<file path="src/rtl/indirect_mem_ctrl_pkg.sv">
// Shared types for the LC-3b MEM-stage indirect (LDI/STI) sequencer.
// Provides the word type, the sequencer state encoding and an alignment helper.
package indirect_mem_ctrl_pkg;

    typedef logic [15:0] lc3b_word;

    typedef enum logic [1:0] {
        IND_IDLE  = 2'd0,
        IND_GAP   = 2'd1,
        IND_FINAL = 2'd2
    } ind_state_t;

    localparam logic [1:0] BYTE_EN_WORD = 2'b11;

    // Memory is word-addressed for these accesses, so bit 0 is always dropped.
    function automatic lc3b_word word_align(input lc3b_word addr);
        return {addr[15:1], 1'b0};
    endfunction

endpackage

</file>
<file path="src/rtl/indirect_mem_ctrl_if.sv">
// Data-memory port used by the indirect sequencer (master) and the memory (slave).
interface indirect_mem_ctrl_if;
    import indirect_mem_ctrl_pkg::*;

    logic       mem_read;
    logic       mem_write;
    lc3b_word   mem_address;
    lc3b_word   mem_wdata;
    logic [1:0] mem_byte_enable;
    logic       mem_resp;
    lc3b_word   mem_rdata;

    modport master (
        output mem_read, mem_write, mem_address, mem_wdata, mem_byte_enable,
        input  mem_resp, mem_rdata
    );

    modport slave (
        input  mem_read, mem_write, mem_address, mem_wdata, mem_byte_enable,
        output mem_resp, mem_rdata
    );

endinterface

</file>
<file path="src/rtl/indirect_mem_ctrl.sv">
// MEM-stage sequencer for LDI/STI: reads the pointer, idles GAP_CYCLES cycles,
// then performs the final read or write through the pointer.
module indirect_mem_ctrl
    import indirect_mem_ctrl_pkg::*;
#(
    parameter int GAP_CYCLES = 1
) (
    input  logic                clk,
    input  logic                reset,
    input  logic                run,
    input  logic                valid,
    input  logic                is_ldi,
    input  logic                is_sti,
    input  lc3b_word            ea,
    input  lc3b_word            sti_data,
    indirect_mem_ctrl_if.master mem,
    output logic                ldi_sti,
    output logic                ldi_sti_state,
    output lc3b_word            ldi_data
);

    localparam logic [1:0] GAP_LOAD = 2'(GAP_CYCLES - 1);

    ind_state_t state, state_next;
    lc3b_word   ptr, ptr_next;
    logic [1:0] gap_cnt, gap_next;
    logic       op_is_write;

    assign ldi_sti     = valid & (is_ldi | is_sti);
    assign op_is_write = is_sti & ~is_ldi;
    assign ldi_data    = mem.mem_rdata;

    always_ff @(posedge clk) begin
        if (reset) begin
            state   <= IND_IDLE;
            ptr     <= '0;
            gap_cnt <= '0;
        end else begin
            state   <= state_next;
            ptr     <= ptr_next;
            gap_cnt <= gap_next;
        end
    end

    // Requests are suppressed during reset so an abandoned access simply disappears.
    always_comb begin
        state_next           = state;
        ptr_next             = ptr;
        gap_next             = gap_cnt;
        mem.mem_read         = 1'b0;
        mem.mem_write        = 1'b0;
        mem.mem_address      = '0;
        mem.mem_wdata        = '0;
        mem.mem_byte_enable  = 2'b00;
        ldi_sti_state        = 1'b0;

        if (!reset) begin
            unique case (state)
                IND_IDLE: begin
                    if (ldi_sti) begin
                        mem.mem_read        = 1'b1;
                        mem.mem_address     = word_align(ea);
                        mem.mem_byte_enable = BYTE_EN_WORD;
                        if (mem.mem_resp) begin
                            ptr_next   = mem.mem_rdata;
                            gap_next   = GAP_LOAD;
                            state_next = IND_GAP;
                        end
                    end
                end
                IND_GAP: begin
                    if (!ldi_sti) begin
                        state_next = IND_IDLE;
                    end else if (gap_cnt == 2'd0) begin
                        state_next = IND_FINAL;
                    end else begin
                        gap_next = gap_cnt - 2'd1;
                    end
                end
                IND_FINAL: begin
                    // A response seen while the pipeline is frozen is repeated later; the access is idempotent.
                    if (!ldi_sti) begin
                        state_next = IND_IDLE;
                    end else begin
                        ldi_sti_state       = 1'b1;
                        mem.mem_address     = word_align(ptr);
                        mem.mem_byte_enable = BYTE_EN_WORD;
                        if (op_is_write) begin
                            mem.mem_write = 1'b1;
                            mem.mem_wdata = sti_data;
                        end else begin
                            mem.mem_read = 1'b1;
                        end
                        if (mem.mem_resp && run) begin
                            state_next = IND_IDLE;
                        end
                    end
                end
                default: state_next = IND_IDLE;
            endcase
        end
    end

endmodule

</file>
<file path="src/flat_wrapper.sv">
// flat-port wrapper written by rule: the top's interface ports become plain ports
module indirect_mem_ctrl_flat import indirect_mem_ctrl_pkg::*;
#(
    parameter int GAP_CYCLES = 1
)
  (clk, reset, run, valid, is_ldi, is_sti, ea, sti_data, ldi_sti, ldi_sti_state, ldi_data, mem_mem_read, mem_mem_write, mem_mem_address, mem_mem_wdata, mem_mem_byte_enable, mem_mem_resp, mem_mem_rdata);
  indirect_mem_ctrl_if mem_i ();
  input  logic clk;
  input  logic reset;
  input  logic run;
  input  logic valid;
  input  logic is_ldi;
  input  logic is_sti;
  input  lc3b_word ea;
  input  lc3b_word sti_data;
  output logic ldi_sti;
  output logic ldi_sti_state;
  output lc3b_word ldi_data;
  output wire logic [$bits(mem_i.mem_read)-1:0] mem_mem_read;
  output wire logic [$bits(mem_i.mem_write)-1:0] mem_mem_write;
  output wire logic [$bits(mem_i.mem_address)-1:0] mem_mem_address;
  output wire logic [$bits(mem_i.mem_wdata)-1:0] mem_mem_wdata;
  output wire logic [$bits(mem_i.mem_byte_enable)-1:0] mem_mem_byte_enable;
  input wire logic [$bits(mem_i.mem_resp)-1:0] mem_mem_resp;
  input wire logic [$bits(mem_i.mem_rdata)-1:0] mem_mem_rdata;
  assign mem_mem_read = mem_i.mem_read;
  assign mem_mem_write = mem_i.mem_write;
  assign mem_mem_address = mem_i.mem_address;
  assign mem_mem_wdata = mem_i.mem_wdata;
  assign mem_mem_byte_enable = mem_i.mem_byte_enable;
  assign mem_i.mem_resp = mem_mem_resp;
  assign mem_i.mem_rdata = mem_mem_rdata;
  indirect_mem_ctrl #(.GAP_CYCLES(GAP_CYCLES)) u_core (.clk(clk), .reset(reset), .run(run), .valid(valid), .is_ldi(is_ldi), .is_sti(is_sti), .ea(ea), .sti_data(sti_data), .mem(mem_i), .ldi_sti(ldi_sti), .ldi_sti_state(ldi_sti_state), .ldi_data(ldi_data));
endmodule
</file>
<file path="config.mk">
export PLATFORM = sky130hd
export DESIGN_NAME = indirect_mem_ctrl_flat
export DESIGN_NICKNAME = d
export VERILOG_FILES = /design/src/rtl/indirect_mem_ctrl_pkg.sv /design/src/rtl/indirect_mem_ctrl_if.sv /design/src/rtl/indirect_mem_ctrl.sv /design/src/flat_wrapper.sv
export SDC_FILE = /design/constraint.sdc
export NUM_CORES = 1
export LEC_CHECK = 0
export CAP_MARGIN = 20
export CORE_MARGIN = 2
export CORE_UTILIZATION = 36
export CTS_BUF_LIST = sky130_fd_sc_hd__clkbuf_16
export DETAILED_ROUTE_END_ITERATION = 8
export PLACE_DENSITY = 0.85
export SLEW_MARGIN = 20
export SYNTH_ARGS = -nofsm -noshare
export SYNTH_HDL_FRONTEND = slang
export SYNTH_SLANG_ARGS = --single-unit
</file>
<file path="constraint.sdc">
create_clock -name clk -period 3.1 [get_ports clk]
set_clock_uncertainty 0.1 [all_clocks]
set_input_delay 0.465 -clock clk [delete_from_list [all_inputs] [get_ports clk]]
set_output_delay 0.465 -clock clk [all_outputs]
set_load 0.1 [all_outputs]
</file>
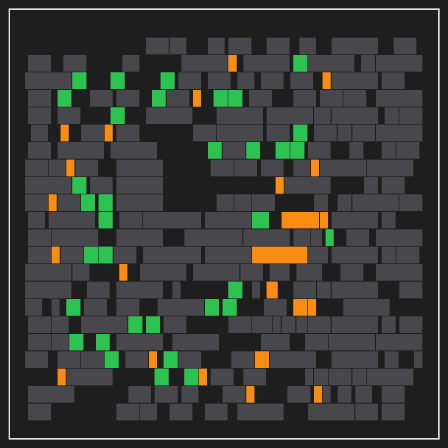
run_1/gates.png
nor cells -> orange  # cells 23
nand cells -> green  # cells 34

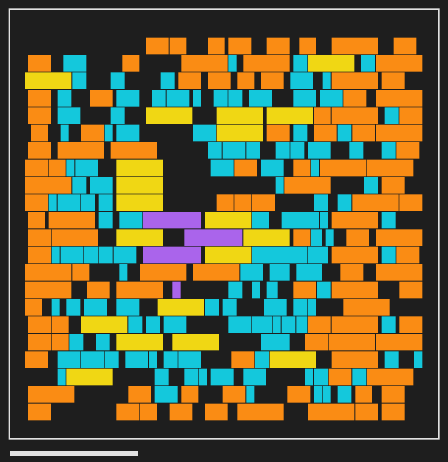
run_1/class_map.png
Scale bar: 20 um.
remaining logic cells -> cyan  # cells 120
remaining buffers and delay cells -> orange  # cells 108
registers -> yellow  # cells 19
clock drivers and dummy loads -> purple  # cells 4
Final Instance Area: 2770 um^2
Rows: 22
fraction of area in registers: 13.7%

==> flow_metrics.tcl, run 1 <==
# yosys + openroad results
set metrics [dict create \
    syn2layout_area_growth_pct 94.8 \
    ff_count 19 \
    postCtsSetupBuffers 0 \
    max_stage_delay_ps 510 \
    period_used_pct 94.6 \
    dr_wl_met2_um 1910 \
    worstPathMaxFanout 17 \
    ys_sh_aoi_pct 2.11 \
    dominant_cells "buffers" \
    synthDistinctLibCells 24 \
    die_height_um 66.8 \
    fp_nets 222 \
    yosys-top-cells-area "dfxtp_1 (27%), mux2i_1 (23%), nand2b_1 (14%)" \
    signal_buffers 108 \
    nMultiInputCombCells 115 \
    setup-violations-final 0 \
    ios 109 \
    yosysChipArea_um2 1420 \
    finalMaxSlewViolations 0 \
    antenna_found_initial 0 \
    drt_iter0_drc 50 \
    outcome "finished, final reports clean" \
    routed.top_layer "met4" \
    yosys_warnings 0 \
    htreeDepth 1 \
    ant_nets 0 \
    min_period_ps 2930 \
    ys_seq_share_pct 26.8 \
    ys_cells 166 \
    worstHoldEndpoint "u_core.gap_cnt[0]$_SDFFE_PP0P_" \
    core_um2 3720 \
    final-comb-area_um2 837 \
    dp_slack_ps 164 \
    clock_buffers 3 \
    antenna_cells 0 \
    yosysTopAreaCellShare_pct 26.8 \
    tightest_slew_ps 774 \
    synth_dominant_cell_count "mux2i_1" \
    flop_cell "dfxtp_1" \
    cts_buffer_depth 2 \
    synthXorXnorAreaFrac_pct 0 \
    drv_cap 0 \
    comb_share_pct 30.3 \
    r2r_slack_ps 1340 \
    inverters_excl_clock 5 \
    chipArea_um2 4460 \
    signal_buffer_area_fraction_pct 50.3 \
    final_layout_size_suffix_gt1_share_pct 25.5 \
    cp-end-kind "output pin" \
    grt_setup_unrepaired "no" \
    criticalPathCategory "in -> out" \
    dr.pass1.iters 4 \
    finalHoldViolations 0 \
    hp-class "reg -> reg" \
    clock-sinks 19 \
    wl_met3_um 499 \
    finalPower_uw 876 \
    cts_made_buffers 3 \
    required_ps 2530 \
    ys_sh_simple_pct 32.4 \
    cts.hold.buffers_added 0 \
    fp.dieW_um 66.8 \
    grt_pass1_vias 1344 \
    portBuffers 104 \
    cp-startpoint "valid" \
    crit_chain "clkdlybuf4s50_1, or3b_1, nor3_4, and2_1, buf_12" \
    reg2reg_depth 3 \
    root_buffer "clkbuf_16" \
    max_slew_margin_pct 48.3 \
    cts-resized-gates 0 \
    warning_count 28 \
    post-route-drc-count 0 \
    endpoint "mem_mem_wdata[15]" \
    top_area_cell "dfxtp_1" \
    layout.nets 308 \
    setup_tns_ps 0 \
    hold_start "u_core.gap_cnt[0]$_SDFFE_PP0P_" \
    fin_ws_ps 168 \
    ir_drop_uv 334 \
    synth-async-reset-ratio_pct 0 \
    min_delay_path_depth 2 \
    wl_met1_um 1590 \
    final-clk-cell-share_pct 2.85 \
    edf_count 0 \
    logic_family "simple AND/OR/NAND/NOR gates" \
    syn_avg_cell_area_um2 8.55 \
    via_per_inst 4.64 \
    synth_flops 19 \
    cts_tree "yes" \
    place_congestion 0.834 \
    timing.rr.end "u_core.gap_cnt[1]$_SDFFE_PP0P_" \
]
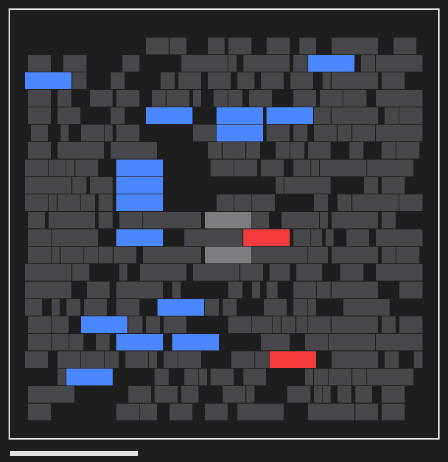
run_1/ff_map.png
Scale bar: 20 um.
u_core.ptr -> blue  # flops 15
u_core.state -> red  # flops 2
not coloured = 2

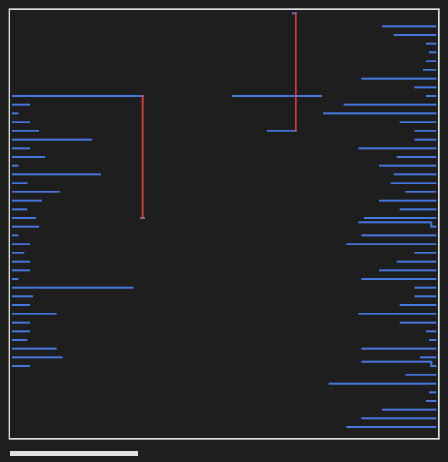
run_1/layers.png
Scale bar: 20 um. Two of the layers only.
M3 -> blue  # wire length 500 um
M4 -> red  # wire length 37.4 um
routed len/inst: 13.5 um
drt total wl: 4040 um
DR vias: 1386
total track usage: 18.0%

==> run 1: per-stage QoR <==
| stage | area (um^2) | hold slack, ps | utilization (%) | std cells |
|---|---|---|---|---|
| after CTS | 2770 | 375 | 74.4 | 299 |
| after detailed placement | 2690 | 367 | 72.3 | 295 |
| after floorplan | 1420 | 348 | - | 166 |
| after global routing | 2770 | 392 | 74.4 | 299 |
| final | 2770 | 373 | 74.4 | 299 |
| after global placement | 2690 | 358 | 72.3 | 295 |
==> run 1: worst max-delay path, delay by kind of cell <==
kind / cells / cell delay, ps
buffers and inverters: 2 / 690
AND/OR/NAND/NOR: 3 / 1210
==> run 1: per-layer routing <==
layer	global-route usage (%)	vias to the layer above
li1	-	687
met1	21.1	612
met2	32.0	83
met3	5.91	4
met4	3.57	0
met5	0	-
==> run 1: cell usage in the layout (no fill, tap or decap) <==
cell / instances
clkdlybuf4s50_1: 52
buf_12: 36
mux2i_1: 33
nand2b_1: 32
buf_4: 20
dfxtp_1: 19
nor2_1: 18
and2_1: 17
inv_1: 6
clkbuf_16: 3
a21oi_1: 2
or3b_1: 1
nand2_1: 1
nor3_4: 1
o21ai_2: 1
o21bai_2: 1
nand3b_1: 1
nor4_1: 1
nor4b_4: 1
nor2b_1: 1
or3b_2: 1
nor3_1: 1
ha_1: 1
conb_1: 1
==> run 1: power by group <==
part           switching [mW]  leakage [nW]  total [mW]  internal [mW]
clock network          0.0857        0.0423       0.257          0.171
logic                   0.219         0.880       0.358          0.139
registers             0.00703         0.155       0.262          0.255
==> run 1: flip-flops by register name, summed over array words and instances (netlist names) <==
signal,flops
u_core.ptr,15
u_core.state,2
u_core.gap_cnt,2
==> run 2, diff against run 1 <==
--- a/config.mk
+++ b/config.mk
@@ -5,7 +5,6 @@
 export SDC_FILE = /design/constraint.sdc
 export NUM_CORES = 1
 export LEC_CHECK = 0
-export CAP_MARGIN = 20
 export CORE_MARGIN = 2
 export CORE_UTILIZATION = 36
 export CTS_BUF_LIST = sky130_fd_sc_hd__clkbuf_16
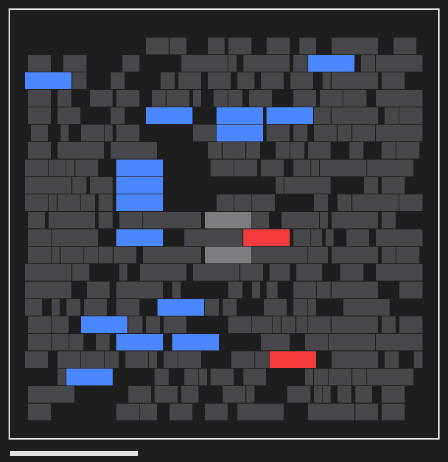
run_2/ff_map.png
Scale bar: 20 um.
u_core.ptr -> blue  # flops 15
u_core.state -> red  # flops 2
Seq power: 262 uW
total area of sequential cells: 380 um^2
final core utilization: 74.4%

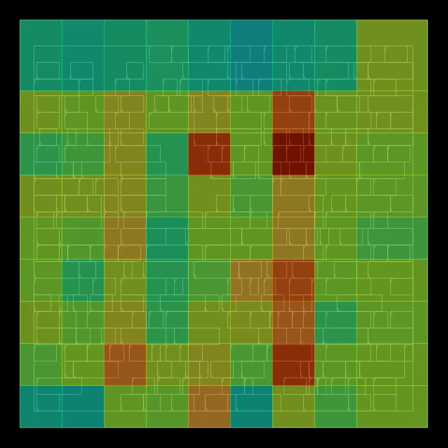
run_2/congestion_map.png
busiest layer in global routing: met2
GRT met3 Usage: 5.91%
GRT met1 Usage: 21.1%
met2 usage: 32.0%

==> flow_metrics.tcl, run 2 <==
# yosys + openroad results
set metrics [dict create \
    outcome "finished, final reports clean" \
    fin_ws_ps 168 \
    syn2layout_area_growth_pct 94.8 \
    layout.nets 308 \
    hold_start "u_core.gap_cnt[0]$_SDFFE_PP0P_" \
    layout.cells.most_common "clkdlybuf4s50_1" \
    setup_tns_ps 0 \
    fp.dieW_um 66.8 \
    criticalPathCategory "in -> out" \
    ant_nets 0 \
    place_congestion 0.834 \
    ys_cells 166 \
    post-route-drc-count 0 \
    whs_ps 373 \
    grt_setup_unrepaired "no" \
    worstPathMaxFanout 17 \
    num_rows 22 \
    crit_chain "clkdlybuf4s50_1, or3b_1, nor3_4, and2_1, buf_12" \
    placed_cell_area_um2 2690 \
    yosys-top-cells-area "dfxtp_1 (27%), mux2i_1 (23%), nand2b_1 (14%)" \
    worstSkewPairLatency_ps 240 \
    yosys_warnings 0 \
    drt_iter0_drc 50 \
    cts_buffer_depth 2 \
    period_used_pct 94.6 \
    finalMaxSlewViolations 0 \
    ios 109 \
    edf_count 0 \
    grtUsageTotal_pct 18.0 \
    path_buffers 2 \
    p_leak_nw 1.08 \
    r2r_slack_ps 1340 \
    reg2reg_depth 3 \
    htreeDepth 1 \
    portBuffers 104 \
    cts.hold.buffers_added 0 \
    max_stage_delay_ps 510 \
    required_ps 2530 \
    regMostFlops "u_core.ptr" \
    via_per_inst 4.64 \
    synth_dominant_cell_count "mux2i_1" \
    stdcell_area_um2 2770 \
    top_area_cell "dfxtp_1" \
    place_inst 295 \
    syn_avg_cell_area_um2 8.55 \
    dp_slack_ps 164 \
    antenna_cells 0 \
    cts_tree "yes" \
    antenna_found_initial 0 \
    final_layout_size_suffix_gt1_share_pct 25.5 \
    finalHoldViolations 0 \
    ys_seq_share_pct 26.8 \
    drv_cap 0 \
    path_delay_family "simple AND/OR/NAND/NOR gates" \
    final_cell_mix "clkdlybuf4s50_1 (52), buf_12 (36), mux2i_1 (33), nand2b_1 (32), buf_4 (20)" \
    hp-class "reg -> reg" \
    timing.rr.end "u_core.gap_cnt[1]$_SDFFE_PP0P_" \
    clock-sinks 19 \
    yosysChipArea_um2 1420 \
    min_delay_path_depth 2 \
    root_buffer "clkbuf_16" \
    warning_count 28 \
    dr.pass1.iters 4 \
    largest_register_ffs 15 \
    yosysTopAreaCellShare_pct 26.8 \
    cts-resized-gates 0 \
    vias 1386 \
    tightest_slew_ps 774 \
    cts_made_buffers 3 \
    cp-end-kind "output pin" \
    ir_drop_uv 334 \
    top_regs "u_core.ptr: 15 flops, u_core.gap_cnt: 2 flops, u_core.state: 2 flops" \
    synth-async-reset-ratio_pct 0 \
    wl_per_cell_um 13.5 \
    setup-violations-final 0 \
    cp.arrival_ps 2370 \
    core_um2 3720 \
    max_slew_margin_pct 48.3 \
    drt-total-wl_um 4040 \
    postCtsSetupBuffers 0 \
    finalPower_uw 876 \
    flop_cell "dfxtp_1" \
    worstHoldEndpoint "u_core.gap_cnt[0]$_SDFFE_PP0P_" \
    min_period_ps 2930 \
    synthDistinctLibCells 24 \
    fp_nets 222 \
    synth_flops 19 \
    cp-start-kind "primary input" \
    chipArea_um2 4460 \
    finalNonFillerCells 299 \
    die_height_um 66.8 \
    grt_pass1_vias 1344 \
]
## run 2: layout make-up
cell class | count | area [um^2] | area share (%)
Tap cell | 48 | 60.1 | 2.17
Multi-Input combinational cell | 115 | 837 | 30.3
Inverter | 5 | 18.8 | 0.678
Clock buffer | 3 | 75.1 | 2.71
Timing Repair Buffer | 108 | 1390 | 50.3
Sequential cell | 19 | 380 | 13.7
Clock inverter | 1 | 3.75 | 0.136
## run 2: logic make-up (layout without fill, tap and decap cells)
family                     after synthesis  count (layout)  share of synthesized area (%)
DFF                                     19              19                           26.8
AOI/OAI and AO/OA                        4               4                           2.11
and+or+nand+nor                         76              76                           32.4
adders and majority gates                1               1                          0.881
other                                    1               1                          0.264
buffers and inverters                   32             117                           14.3
muxes                                   33              33                           23.3
## run 2: report_power, final
group	switching (mW)	internal [mW]	total, mW
clock	0.0857	0.171	0.257
sequential	0.00703	0.255	0.262
combinational	0.219	0.139	0.358
total	0.311	0.565	0.876
## run 2: how the worst max path moves through the flow
stage / cells past startpoint / slack [ps] / to / from
6_report: 5 / 170 / mem_mem_wdata[15] / valid
5_1_grt: 5 / 70 / mem_mem_wdata[8] / valid
4_1_cts: 5 / 150 / mem_mem_wdata[8] / valid
3_5_place_dp: 5 / 160 / mem_mem_wdata[8] / valid
3_3_place_gp: 5 / 200 / mem_mem_wdata[4] / valid
2_1_floorplan: 5 / -210 / mem_mem_address[10] / reset
## run 2: metal layers
layer	up-vias	part of all wire (%)
met5	-	0
met4	0	0.92
met3	4	12
met2	83	47
met1	612	39
li1	687	-
## run 2: worst min-delay path: stages (launching register included)
cell and delay (ps):
dfxtp_1 310, nand2b_1 60, mux2i_1 60
==> run 3, diff against run 2 <==
--- a/config.mk
+++ b/config.mk
@@ -5,6 +5,7 @@
 export SDC_FILE = /design/constraint.sdc
 export NUM_CORES = 1
 export LEC_CHECK = 0
+export ABC_AREA = 0
 export CORE_MARGIN = 2
 export CORE_UTILIZATION = 36
 export CTS_BUF_LIST = sky130_fd_sc_hd__clkbuf_16
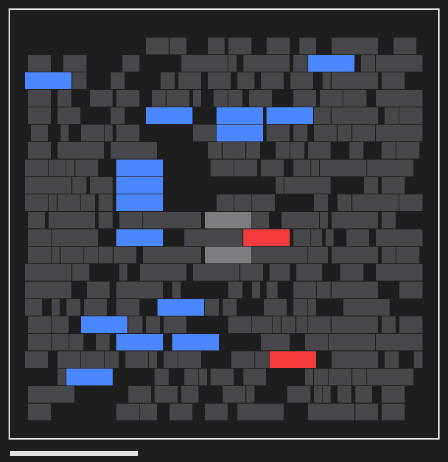
run_3/ff_map.png
Scale bar: 20 um.
u_core.state -> red  # flops 2
u_core.ptr -> blue  # flops 15

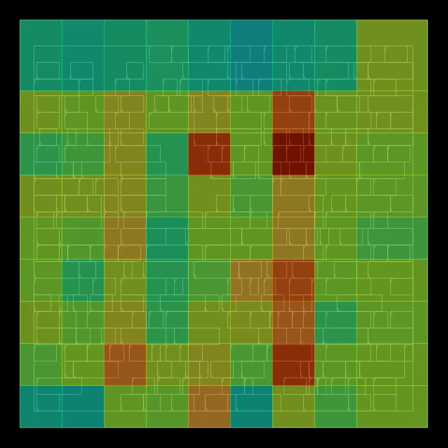
run_3/congestion_map.png

==> flow_metrics.tcl, run 3 <==
# yosys + openroad results
set metrics [dict create \
    grtUsageTotal_pct 18.0 \
    layout.cells.most_common "clkdlybuf4s50_1" \
    post-route-drc-count 0 \
    cts_made_buffers 3 \
    synthDistinctLibCells 24 \
    min_period_ps 2930 \
    endpoint "mem_mem_wdata[15]" \
    min_delay_path_depth 2 \
    timing.rr.end "u_core.gap_cnt[1]$_SDFFE_PP0P_" \
    synth_cells 166 \
    final-comb-area_um2 837 \
    yosys_warnings 0 \
    synth_dominant_cell_count "mux2i_1" \
    outcome "finished, final reports clean" \
    final_layout_size_suffix_gt1_share_pct 25.5 \
    max_freq_ghz 0.341 \
    grt-ovfl-total 0 \
    dp_slack_ps 164 \
    cp.arrival_ps 2370 \
    flop_cell "dfxtp_1" \
    synthesis.area_um2 1420 \
    tightest_slew_ps 774 \
    worstPathMaxFanout 17 \
    vias 1386 \
    cp-start-kind "primary input" \
    grt_max_degree 37 \
    cts_buffer_depth 2 \
    top_cells_by_count "mux2i_1 (33), nand2b_1 (32), buf_4 (19), dfxtp_1 (19), nor2_1 (18)" \
    cp-startpoint "valid" \
    portBuffers 104 \
    grt_first_pass_wirelength_um 6270 \
    cp-end-kind "output pin" \
    finalHoldViolations 0 \
    synth-async-reset-ratio_pct 0 \
    dr.pass1.iters 4 \
    antenna_found_initial 0 \
    wl_per_cell_um 13.5 \
    syn_avg_cell_area_um2 8.55 \
    setup_tns_ps 0 \
    required_ps 2530 \
    grt_setup_unrepaired "no" \
    powerDensity_nw_per_um2 317 \
    yosysTopAreaCellShare_pct 26.8 \
    criticalPathCategory "in -> out" \
    top_area_cell "dfxtp_1" \
    area.sequential_um2 380 \
    ir_drop_uv 334 \
    htreeDepth 1 \
    place_congestion 0.834 \
    synth_flops 19 \
    drt-total-wl_um 4040 \
    chipArea_um2 4460 \
    edf_count 0 \
    root_buffer "clkbuf_16" \
    cts-resized-gates 0 \
    ys_cells 166 \
    top_regs "u_core.ptr: 15 flops, u_core.gap_cnt: 2 flops, u_core.state: 2 flops" \
    largest_register_ffs 15 \
    period_used_pct 94.6 \
    num_rows 22 \
    grt_pass1_vias 1344 \
    postCtsSetupBuffers 0 \
    hold_start "u_core.gap_cnt[0]$_SDFFE_PP0P_" \
    cts_tree "yes" \
    drv_cap 0 \
    finalMaxSlewViolations 0 \
    worstHoldEndpoint "u_core.gap_cnt[0]$_SDFFE_PP0P_" \
    fp_util_pct 38.2 \
    fill_cells 259 \
    fp.dieW_um 66.8 \
    yosys-top-cells-area "dfxtp_1 (27%), mux2i_1 (23%), nand2b_1 (14%)" \
    worstSkewPairLatency_ps 240 \
    fin_ws_ps 168 \
    via_per_inst 4.64 \
    p_leak_nw 1.08 \
    r2r_slack_ps 1340 \
    hp-class "reg -> reg" \
    clock-sinks 19 \
    fp_nets 222 \
    dp_hpwl_um 3280 \
    warning_count 28 \
    reg2reg_depth 3 \
    core_um2 3720 \
    ys_seq_share_pct 26.8 \
    die_height_um 66.8 \
    clkTransAtPathRegs_ps 50 \
    drt_iter0_drc 50 \
    syn2layout_area_growth_pct 94.8 \
    ios 109 \
    yosysChipArea_um2 1420 \
    cts.hold.buffers_added 0 \
    worstReg2RegStart "u_core.state[1]$_SDFFE_PP0P_" \
    max_slew_margin_pct 48.3 \
    final_cell_mix "clkdlybuf4s50_1 (52), buf_12 (36), mux2i_1 (33), nand2b_1 (32), buf_4 (20)" \
    layout.nets 308 \
    ant_nets 0 \
    setup-violations-final 0 \
    antenna_cells 0 \
    regMostFlops "u_core.ptr" \
]
==> run 3: cell counts after synthesis <==
No cell type changed its count.
==> run 3: critical path, stage by stage <==
cell             delay [ps]
clkdlybuf4s50_1         500
or3b_1                  420
nor3_4                  510
and2_1                  280
buf_12                  190
==> run 3: cell families (layout without fill, tap and decap cells) <==
logic type,Yosys count,after routing,share of synthesized area [%]
AND/OR/NAND/NOR,76,76,32.4
multiplexers,33,33,23.3
buffers and inverters,32,117,14.3
flip-flops,19,19,26.8
AND-OR/OR-AND,4,4,2.11
adder cells (fa/ha/maj),1,1,0.881
other,1,1,0.264
==> run 3: metrics by stage <==
stage / power [mW] / hold slack [ps] / instance area, um^2 / utilization, % / cells
after global routing: 0.910 / 392 / 2770 / 74.4 / 299
final: 0.876 / 373 / 2770 / 74.4 / 299
after detailed placement: 0.626 / 367 / 2690 / 72.3 / 295
after CTS: 0.885 / 375 / 2770 / 74.4 / 299
after global placement: 0.622 / 358 / 2690 / 72.3 / 295
after floorplan: 0.505 / 348 / 1420 / - / 166
==> run 3: per-layer routing <==
layer / vias up / wire (um) / global-route usage [%]
met1: 612 / 1590 / 21.1
met2: 83 / 1910 / 32.0
li1: 687 / - / -
met5: - / 0 / 0
met4: 0 / 37 / 3.57
met3: 4 / 499 / 5.91
==> run 3: area by class of cell <==
type | count | share of cell area, %
well taps | 48 | 2.17
multi-input cells | 115 | 30.3
flip-flops and latches | 19 | 13.7
clock buffers | 3 | 2.71
repair buffers | 108 | 50.3
clock inverters | 1 | 0.136
inverters | 5 | 0.678
==> run 3: power by group <==
part	internal, mW	switching (mW)	total (mW)	leakage, nW
clock network	0.171	0.0857	0.257	0.0423
registers	0.255	0.00703	0.262	0.155
logic	0.139	0.219	0.358	0.880
No activity file was given, so power comes from the tool's default toggle rates.
